==> config.mk <==
export PLATFORM = sky130hd
export DESIGN_NAME = gpr
export DESIGN_NICKNAME = d
export VERILOG_FILES = /design/src/rtl/gpr.sv
export SDC_FILE = /design/constraint.sdc
export NUM_CORES = 2
export LEC_CHECK = 0
export CAP_MARGIN = 40
export CORE_MARGIN = 2
export CORE_UTILIZATION = 30
export DETAILED_ROUTE_END_ITERATION = 10
export SETUP_SLACK_MARGIN = 0.2
export SLEW_MARGIN = 20
export SYNTH_ARGS = -nofsm -noshare
export SYNTH_HDL_FRONTEND = slang
export SYNTH_SLANG_ARGS = --single-unit
==> constraint.sdc <==
create_clock -name clock -period 5.4 [get_ports clock]
set_input_delay 1.62 -clock clock [delete_from_list [all_inputs] [get_ports clock]]
set_output_delay 1.62 -clock clock [all_outputs]
set_load 0.005 [all_outputs]
**Clock network drawn from the DEF**

(1 px per um)
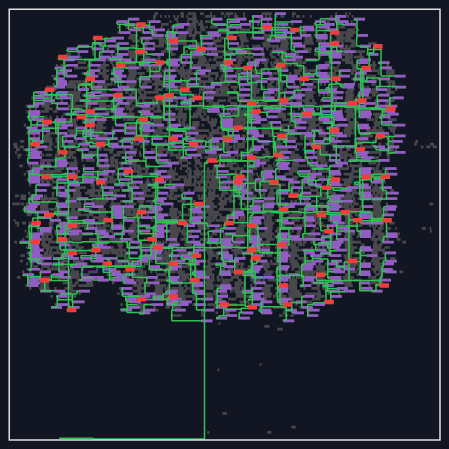
green -> clock wires  # length 13800 um
red -> clock-net drivers  # count 110
purple -> flip-flops  # count 1024
routed clock nets = 111
Clk network pwr share: 0.387
clock network power: 7990 uW

**Clock nets**

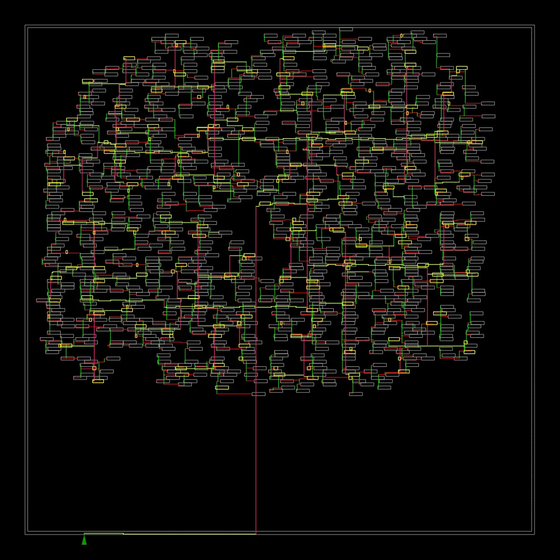
sequential cells: 1024
TritonCTS buffer count: 110
CLK BUF: 126
clk sinks: 1024

**Wire density map**

The die is cut into 21 by 21 equal tiles; black is low, pale yellow is high, scaled to the fullest tile. Values are wire area over tile area, all layers added.
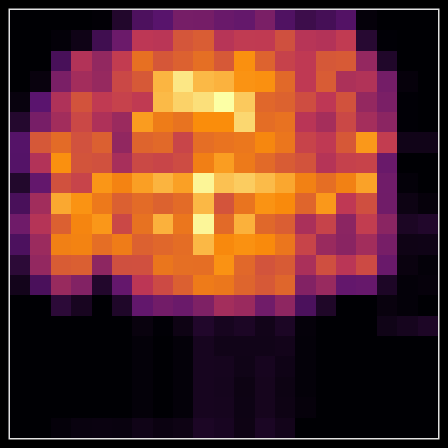
nearly empty tiles = 29%
densest ninth of the die = middle
tiles over half the peak = 37%
emptiest ninth of the die = bottom right
total track usage: 0.216
drt wl/cell: 31.3 um
wirelength, routed: 203000 um
total vias in the final route: 36100

==> ci_impl_report.md <==
### Metrics collected by this job

| Metric | Value |
|---|---|
| Ranking of synthesized cells by area | `sky130_fd_sc_hd__edfxtp_1, sky130_fd_sc_hd__mux4_2, sky130_fd_sc_hd__and2_1` |
| Core box area | `approximately 180000 sq um` |
| Final standard cell utilization of the core | `0.390` |
| Setup Viol. Count Final | `0` |
| OpenROAD warning count | `29` |
| IO Pins | `around 110` |
| Chip Footprint | `~180000 sq um` |
| Leading cell type in the layout, fill and taps excluded | `sky130_fd_sc_hd__edfxtp_1` |
| Post-route non-filler standard cell count | `approximately 6500` |
| Count of synthesis-stage warnings from yosys | `0` |
| # Max-Cap Violations | `0` |
| Die Ht | `approximately 430 um` |
| Highest ir drop seen on vdd | `roughly 0.25 mV` |
| Clk pin slew, worst setup/hold paths | `approximately 0.06 ns` |
| Per-instance average area after synthesis | `15.5 sq um` |
| Cell at the root of the clock tree | `sky130_fd_sc_hd__clkbuf_16` |
| Clock tree from TritonCTS | `yes` |
| Post-Synthesis Cells | `between 3000 and 4000` |
| Pwr/cell area | `roughly 290 nW/um^2` |
| Detailed router's first-iteration violation count | `4913` |
| H-tree depth | `3` |
| Path class of the lowest-slack min-delay path | `in2reg` |
| Yosys synthesis chip area | `about 54000 sq um` |
| Slew Viols, Final | `0` |
| Wire length of the first global-routing pass | `281000 um` |
| Overall overflow remaining after global route | `0` |
| Worst hold path stage count | `2` |
| Largest area contributor in the synthesized netlist | `sky130_fd_sc_hd__edfxtp_1` |
| Endpoints failing hold | `0` |
| Worst slew margin relative to its limit | `0.476` |
| Maximum buffer depth of the clock tree | `3` |
| RSZ-0062 raised after global routing | `true` |
| Asr flop ratio synth | `0` |
| DRT antenna net count | `0` |
| Pin count of the biggest net entering global routing | `39` |
| Flip-flops with a built-in enable | `between 1000 and 1500` |
| Highest net fanout along the worst path | `4` |
| Fraction of the yosys area taken by sequential cells | `0.567` |
| Most frequent cells in the layout | `sky130_fd_sc_hd__edfxtp_1, sky130_fd_sc_hd__and2_1, sky130_fd_sc_hd__mux4_2` |
| Proportion of layout cells with a drive suffix above 1 | `0.404` |
| Starting density of the core | `0.301` |
| Unique masters post-synth | `about 42` |
| Number of placed instances with taps included | `slightly above 6000` |
| Number of nets in the layout | `just over 4000` |
| Count of TritonRoute iterations in the first routing pass | `5` |
| Setup crit start kind | `primary input` |
| GP Congestion | `~0.85` |
| HPWL after detailed placement | `between 100000 and 150000 um` |
| Number of global-route vias before repair | `between 30000 and 40000` |
| Setup CP Type | `in2out` |
| Number of vias per cell | `5.57` |
| Achievable frequency | `approximately 0.19 GHz` |
| Initial antenna violation count | `21` |
| Top cell area share | `0.567` |
| Row cnt | `roughly 160` |
| Die X | `~430 um` |
| Synthesized registers | `1024` |
| Worst-Margin Slew | `0.785 ns` |
| Residual DRC count | `0` |
| Final period utilization | `0.992` |
| Post-route minimum period | `~5.4 ns` |
| Yosys cell count | `~3500` |
| Worst Path Arrival | `between 3 and 4 ns` |
| Static Leakage | `about 0.025 uW` |
| Area of the mapped netlist | `around 54000 sq um` |
| Result of the run | `complete, no violations` |
| Syn-to-layout area delta | `29.6%` |
| Buffers added on ports | `around 110` |
| Power consumption | `approximately 21000 uW` |
| Worst Path Required | `3.78 ns` |
| CTS Hold Buffers Added | `0` |
| Dominant register cell | `sky130_fd_sc_hd__edfxtp_1` |
| Largest register FFs | `1024` |
| Crit. End Element | `output port` |
[through the flow]
step	instance area (sq um)	worst slack, ns	hold WS (ns)	TNS, ns
after floorplan	54400	0.530	1.82	0
after global placement	61200	-0.675	2.26	-20.89
after detailed placement	61600	-0.790	2.26	-19.68
after CTS	69500	0.0441	1.49	0
after global routing	70300	0.0315	1.50	0
final	70300	0.0408	1.53	0
[power breakdown]
group	switching, uW	total [uW]	internal (uW)
combinational	1630	3230	1610
clock	3330	7990	4660
sequential	229	9410	9180
total	5180	20600	15400
[critical path, stage by stage]
cell,delay (ns)
sky130_fd_sc_hd__buf_16,0.12
sky130_fd_sc_hd__buf_12,0.13
sky130_fd_sc_hd__buf_16,0.13
sky130_fd_sc_hd__buf_12,0.13
sky130_fd_sc_hd__buf_8,0.12
sky130_fd_sc_hd__buf_4,0.12
sky130_fd_sc_hd__mux4_2,0.41
sky130_fd_sc_hd__a22o_1,0.26
sky130_fd_sc_hd__a2111oi_2,0.24
sky130_fd_sc_hd__buf_4,0.21
sky130_fd_sc_hd__nor3_2,0.07
sky130_fd_sc_hd__buf_2,0.15
[synthesized netlist by cell type (all sizes together), types with 3 or more instances]
cell     number
mux4        472
nand3b        5
a32o          4
mux2         30
nor4b         3
a2111oi      55
buf         116
a221oi        4
or2          33
nor4          6
edfxtp     1024
nor3         54
a211oi        7
nor2b        14
a22oi        16
mux2i       150
a21oi        12
nand2         7
nand2b        5
nand3         5
and3          3
clkbuf      271
a22o         51
or3b          4
nor2         36
o21ai         4
o22ai       103
and2        995
[cell families after synthesis]
group | Yosys count | share of synthesized area
compound gates | 259 | 0.0365
buf+inv | 389 | 0.0335
other cells | 1 | 0.0000691
simple gates | 1177 | 0.133
flops | 1024 | 0.567
mux | 652 | 0.230
[metal layers]
layer	track usage	vias to the layer above	routed length, um
met5	0	-	39
met4	0.103	6	10800
met3	0.0394	445	19300
met2	0.353	2158	97400
met1	0.276	18900	75300
li1	-	14600	-
[what timing repair did]
action	4_1_cts	5_1_grt
pin swaps	133	80
endpoints found under the setup margin	64	61
cloned	26	2
setup buffers	154	28
resized	608	146
[final cells by class]
type | count | area, sq um
clock inverters | 73 | 881
diodes | 9 | 22.5
flip-flops and latches | 1024 | 30700
clock buffers | 126 | 2830
repair buffers | 762 | 8980
well taps | 2370 | 2970
multi-input cells | 2120 | 23900
inverters | 2 | 7.51
fillers | 16400 | 110000
Power figures rest on the tool's default switching activity, not on a simulated workload.
